`config.mk`:
```
export PLATFORM = sky130hd
export DESIGN_NAME = membank_reader
export DESIGN_NICKNAME = d
export VERILOG_FILES = /design/src/rtl/membank_pkg.sv /design/src/rtl/membank_max_tracker.sv /design/src/rtl/membank_reader.sv
export SDC_FILE = /design/constraint.sdc
export NUM_CORES = 1
export LEC_CHECK = 0
export CAP_MARGIN = 5
export CORE_MARGIN = 4
export CORE_UTILIZATION = 52
export DETAILED_ROUTE_END_ITERATION = 10
export PLACE_DENSITY = 0.94
export RECOVER_POWER = 50
export SLEW_MARGIN = 30
export SYNTH_ARGS = -nofsm -noshare
export SYNTH_HDL_FRONTEND = slang
export SYNTH_SLANG_ARGS = --single-unit
```
`constraint.sdc`:
```
create_clock -name clk -period 5.8 [get_ports clk]
set_input_delay 0.58 -clock clk [delete_from_list [all_inputs] [get_ports clk]]
set_output_delay 0.58 -clock clk [all_outputs]
set_load 0.05 [all_outputs]
```
`src/rtl/membank_pkg.sv`:
```
// Shared definitions for the 64x16 node memory bank and its sequencers.
// Word/depth/index widths and the reader FSM state encoding.
package membank_pkg;

  localparam int WORD_WIDTH = 16;
  localparam int MEM_DEPTH  = 64;
  localparam int IDX_W      = $clog2(MEM_DEPTH);
  localparam int PTR_W      = IDX_W + 1;

  typedef enum logic [2:0] {
    IDLE,
    ISSUE,
    WAIT,
    PRESENT,
    DONE
  } rd_state_e;

endpackage

```
`src/rtl/membank_max_tracker.sv`:
```
// Running unsigned maximum over handshaken bank entries.
// Ports: clk, nrst, clear, update, data, index in; max_data, max_index out.
module membank_max_tracker
  import membank_pkg::*;
(
  input  logic                  clk,
  input  logic                  nrst,
  input  logic                  clear,
  input  logic                  update,
  input  logic [WORD_WIDTH-1:0] data,
  input  logic [IDX_W-1:0]      index,
  output logic [WORD_WIDTH-1:0] max_data,
  output logic [IDX_W-1:0]      max_index
);

  // Strict compare: on ties the earlier (lower) index is kept.
  always_ff @(posedge clk or negedge nrst) begin
    if (!nrst) begin
      max_data  <= '0;
      max_index <= '0;
    end else if (clear) begin
      max_data  <= '0;
      max_index <= '0;
    end else if (update && (data > max_data)) begin
      max_data  <= data;
      max_index <= index;
    end
  end

endmodule

```
`src/rtl/membank_reader.sv`:
```
// Read-side sequencer: scans bank entries 0..n-1 onto a valid/ready stream.
// Ports: clk, nrst, start, abort, count[6:0] in; busy, done out;
//   mem_index[5:0], mem_wr_en out, mem_data_in[15:0] in;
//   out_data[15:0], out_index[5:0], out_valid, out_last out, out_ready in.
//   MEMBANK_READER_MAX_EN adds max_data[15:0], max_index[5:0], max_valid.
module membank_reader
  import membank_pkg::*;
#(
  parameter int RD_LAT = 1
) (
  input  logic                  clk,
  input  logic                  nrst,
  input  logic                  start,
  input  logic                  abort,
  input  logic [PTR_W-1:0]      count,
  output logic                  busy,
  output logic                  done,
  output logic [IDX_W-1:0]      mem_index,
  output logic                  mem_wr_en,
  input  logic [WORD_WIDTH-1:0] mem_data_in,
  output logic [WORD_WIDTH-1:0] out_data,
  output logic [IDX_W-1:0]      out_index,
  output logic                  out_valid,
  input  logic                  out_ready,
  output logic                  out_last
`ifdef MEMBANK_READER_MAX_EN
  ,
  output logic [WORD_WIDTH-1:0] max_data,
  output logic [IDX_W-1:0]      max_index,
  output logic                  max_valid
`endif
);

  localparam logic [PTR_W-1:0] DEPTH_P = PTR_W'(MEM_DEPTH);
  localparam logic [1:0]       LAT_P   = 2'(RD_LAT);

  rd_state_e        state;
  rd_state_e        state_nxt;
  logic [PTR_W-1:0] ptr;
  logic [PTR_W-1:0] n;
  logic [1:0]       wcnt;
  logic             go;
  logic             cap;
  logic             hs;

  assign done      = (state == DONE);
  assign mem_wr_en = 1'b0;
  // ptr only moves when entering ISSUE, so the address holds elsewhere.
  assign mem_index = ptr[IDX_W-1:0];

  always_ff @(posedge clk or negedge nrst) begin
    if (!nrst) state <= IDLE;
    else       state <= state_nxt;
  end

  always_comb begin
    state_nxt = state;
    go        = 1'b0;
    cap       = 1'b0;
    hs        = 1'b0;
    unique case (state)
      IDLE: begin
        if (start) begin
          if (count == '0) begin
            state_nxt = DONE;
          end else begin
            go        = 1'b1;
            state_nxt = ISSUE;
          end
        end
      end
      ISSUE: state_nxt = WAIT;
      WAIT: begin
        if (wcnt == 2'd1) begin
          cap       = 1'b1;
          state_nxt = PRESENT;
        end
      end
      PRESENT: begin
        if (out_ready) begin
          hs        = 1'b1;
          state_nxt = out_last ? DONE : ISSUE;
        end
      end
      DONE: state_nxt = IDLE;
      default: state_nxt = IDLE;
    endcase
    if (abort) begin
      state_nxt = IDLE;
      go        = 1'b0;
      cap       = 1'b0;
      hs        = 1'b0;
    end
  end

  always_ff @(posedge clk or negedge nrst) begin
    if (!nrst) begin
      ptr       <= '0;
      n         <= '0;
      wcnt      <= '0;
      busy      <= 1'b0;
      out_valid <= 1'b0;
      out_last  <= 1'b0;
      out_data  <= '0;
      out_index <= '0;
    end else if (abort) begin
      busy      <= 1'b0;
      out_valid <= 1'b0;
    end else begin
      if (go) begin
        n    <= (count > DEPTH_P) ? DEPTH_P : count;
        ptr  <= '0;
        busy <= 1'b1;
      end
      if (state == ISSUE) wcnt <= LAT_P;
      if (state == WAIT)  wcnt <= wcnt - 2'd1;
      if (cap) begin
        out_data  <= mem_data_in;
        out_index <= ptr[IDX_W-1:0];
        out_last  <= (ptr == n - PTR_W'(1));
        out_valid <= 1'b1;
      end
      if (hs) begin
        out_valid <= 1'b0;
        if (!out_last) ptr <= ptr + PTR_W'(1);
      end
      if (state == DONE) busy <= 1'b0;
    end
  end

`ifdef MEMBANK_READER_MAX_EN
  logic trk_clr;

  assign trk_clr = abort | ((state == IDLE) & start);

  membank_max_tracker u_max (
    .clk       (clk),
    .nrst      (nrst),
    .clear     (trk_clr),
    .update    (hs),
    .data      (out_data),
    .index     (out_index),
    .max_data  (max_data),
    .max_index (max_index)
  );

  // Rises on the final handshake so it is visible alongside done.
  always_ff @(posedge clk or negedge nrst) begin
    if (!nrst)              max_valid <= 1'b0;
    else if (trk_clr)       max_valid <= 1'b0;
    else if (hs && out_last) max_valid <= 1'b1;
  end
`endif

endmodule

```
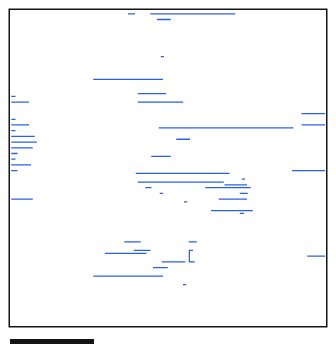
Figure 1: metal 3.
The bar under the picture is 20 um long.
share of all routed wire = 5.4%
nets with wire on the layer = 37
main direction = horizontal
longest straight run = 31.7 um
wire length on this layer = 284 um
global routing usage on met3: 5.28%
total number of vias: 1764
Post-Route WL: 5290 um

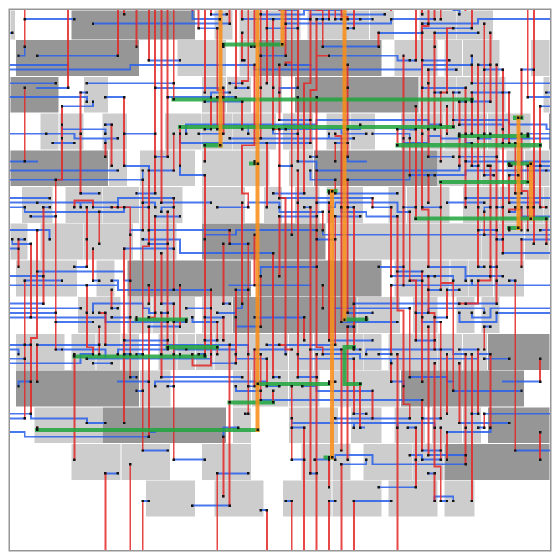
Figure 2: a small window of the routed layout.
Region (18, 3) to (58, 43) um. Cells in grey, sequential cells in the stronger grey; small squares are vias.
met4 -> orange
met1 -> blue
met3 -> green
met2 -> red
most frequent = dfrtp_1 (16), nand2_1 (11), clkdlybuf4s50_1 (10)
cells with their middle in the window = 125
netlist names of flops here include = `n` (7), `ptr` (4), `state` (2)
sequential cells in the window = 16

==> design notes <==
For reference, the critical path is captured by out_data[1]. With the power per cell area at 475 nW/um2, the post-route met1 wirelength is 2090 um. In this run the full chip footprint comes out at 5680 um2. The final reports fail on max-capacitance violations, max-slew violations. The run gives 0.819 mW as the internal power.

Grouping stages by cell kind, the critical path spends the most delay in simple AND/OR/NAND/NOR gates. The run gives 0.678 mW for the power in combinational cells. Setup repair after global routing left no endpoint under its margin. The required time at the worst endpoint is listed as 5990 ps. The detailed router reports a met3 wire length of 283 um. Per the synth stats, the flop cell with the highest instance count is dfrtp_1. Global routing used 24.3% of the available met1 tracks. In the final routed layout, each cell accounts on average for 17.0 um. The worst path in the final design needs a cycle of 2960 ps, including I/O delays and setup. The flow ran to the end, but the final reports show violations. H-tree depth: 2. Setup slack on the worst reg-to-reg path comes out at 3100 ps.

Per the OpenROAD power report, leakage power amounts to 1.25 nW. Routed via count divided by cell count: 5.67. The analysis attributes to net switching a power of 0.601 mW. The run gives 100% for the share of flip-flops with an asynchronous set or reset. STA on the placed design reports a worst setup slack of 3040 ps.

According to the floorplan report, the die height is 75.4 um. For reference, compound AND-OR and OR-AND cells occupy 11.6% of the area reported after synthesis. Per the repair_timing log after CTS, setup buffers inserted total 0. The dominant cell type by area after synthesis is dfrtp_1. On the critical path, the stage with the largest delay is an instance of nor3_1. The largest part of the power goes to combinational cells. The final report lists the setup-violating endpoint count as 0.

Per the run summary, max-cap violations total 2. Worst hold margin: 388 ps. The register ranked first by flip-flop count is out_data. In this run the horizontal extent of the chip is 75.4 um. The design area is 2990 um2, and the clock latency on the worst-skew pair is 300 ps. The number of standard cells reported by yosys came out at 211.

According to the floorplan report, the placeable core area is 4380 um2. Number of nets at floorplan: 242. After synthesis the cells add up to 2360 um2. In the final report, the number of pins over their slew limit comes to 41. By startpoint and endpoint, the worst setup path is classified as in2reg.

Clock group total power: 0.249 mW.
Power is estimated from default activity; no workload was simulated.
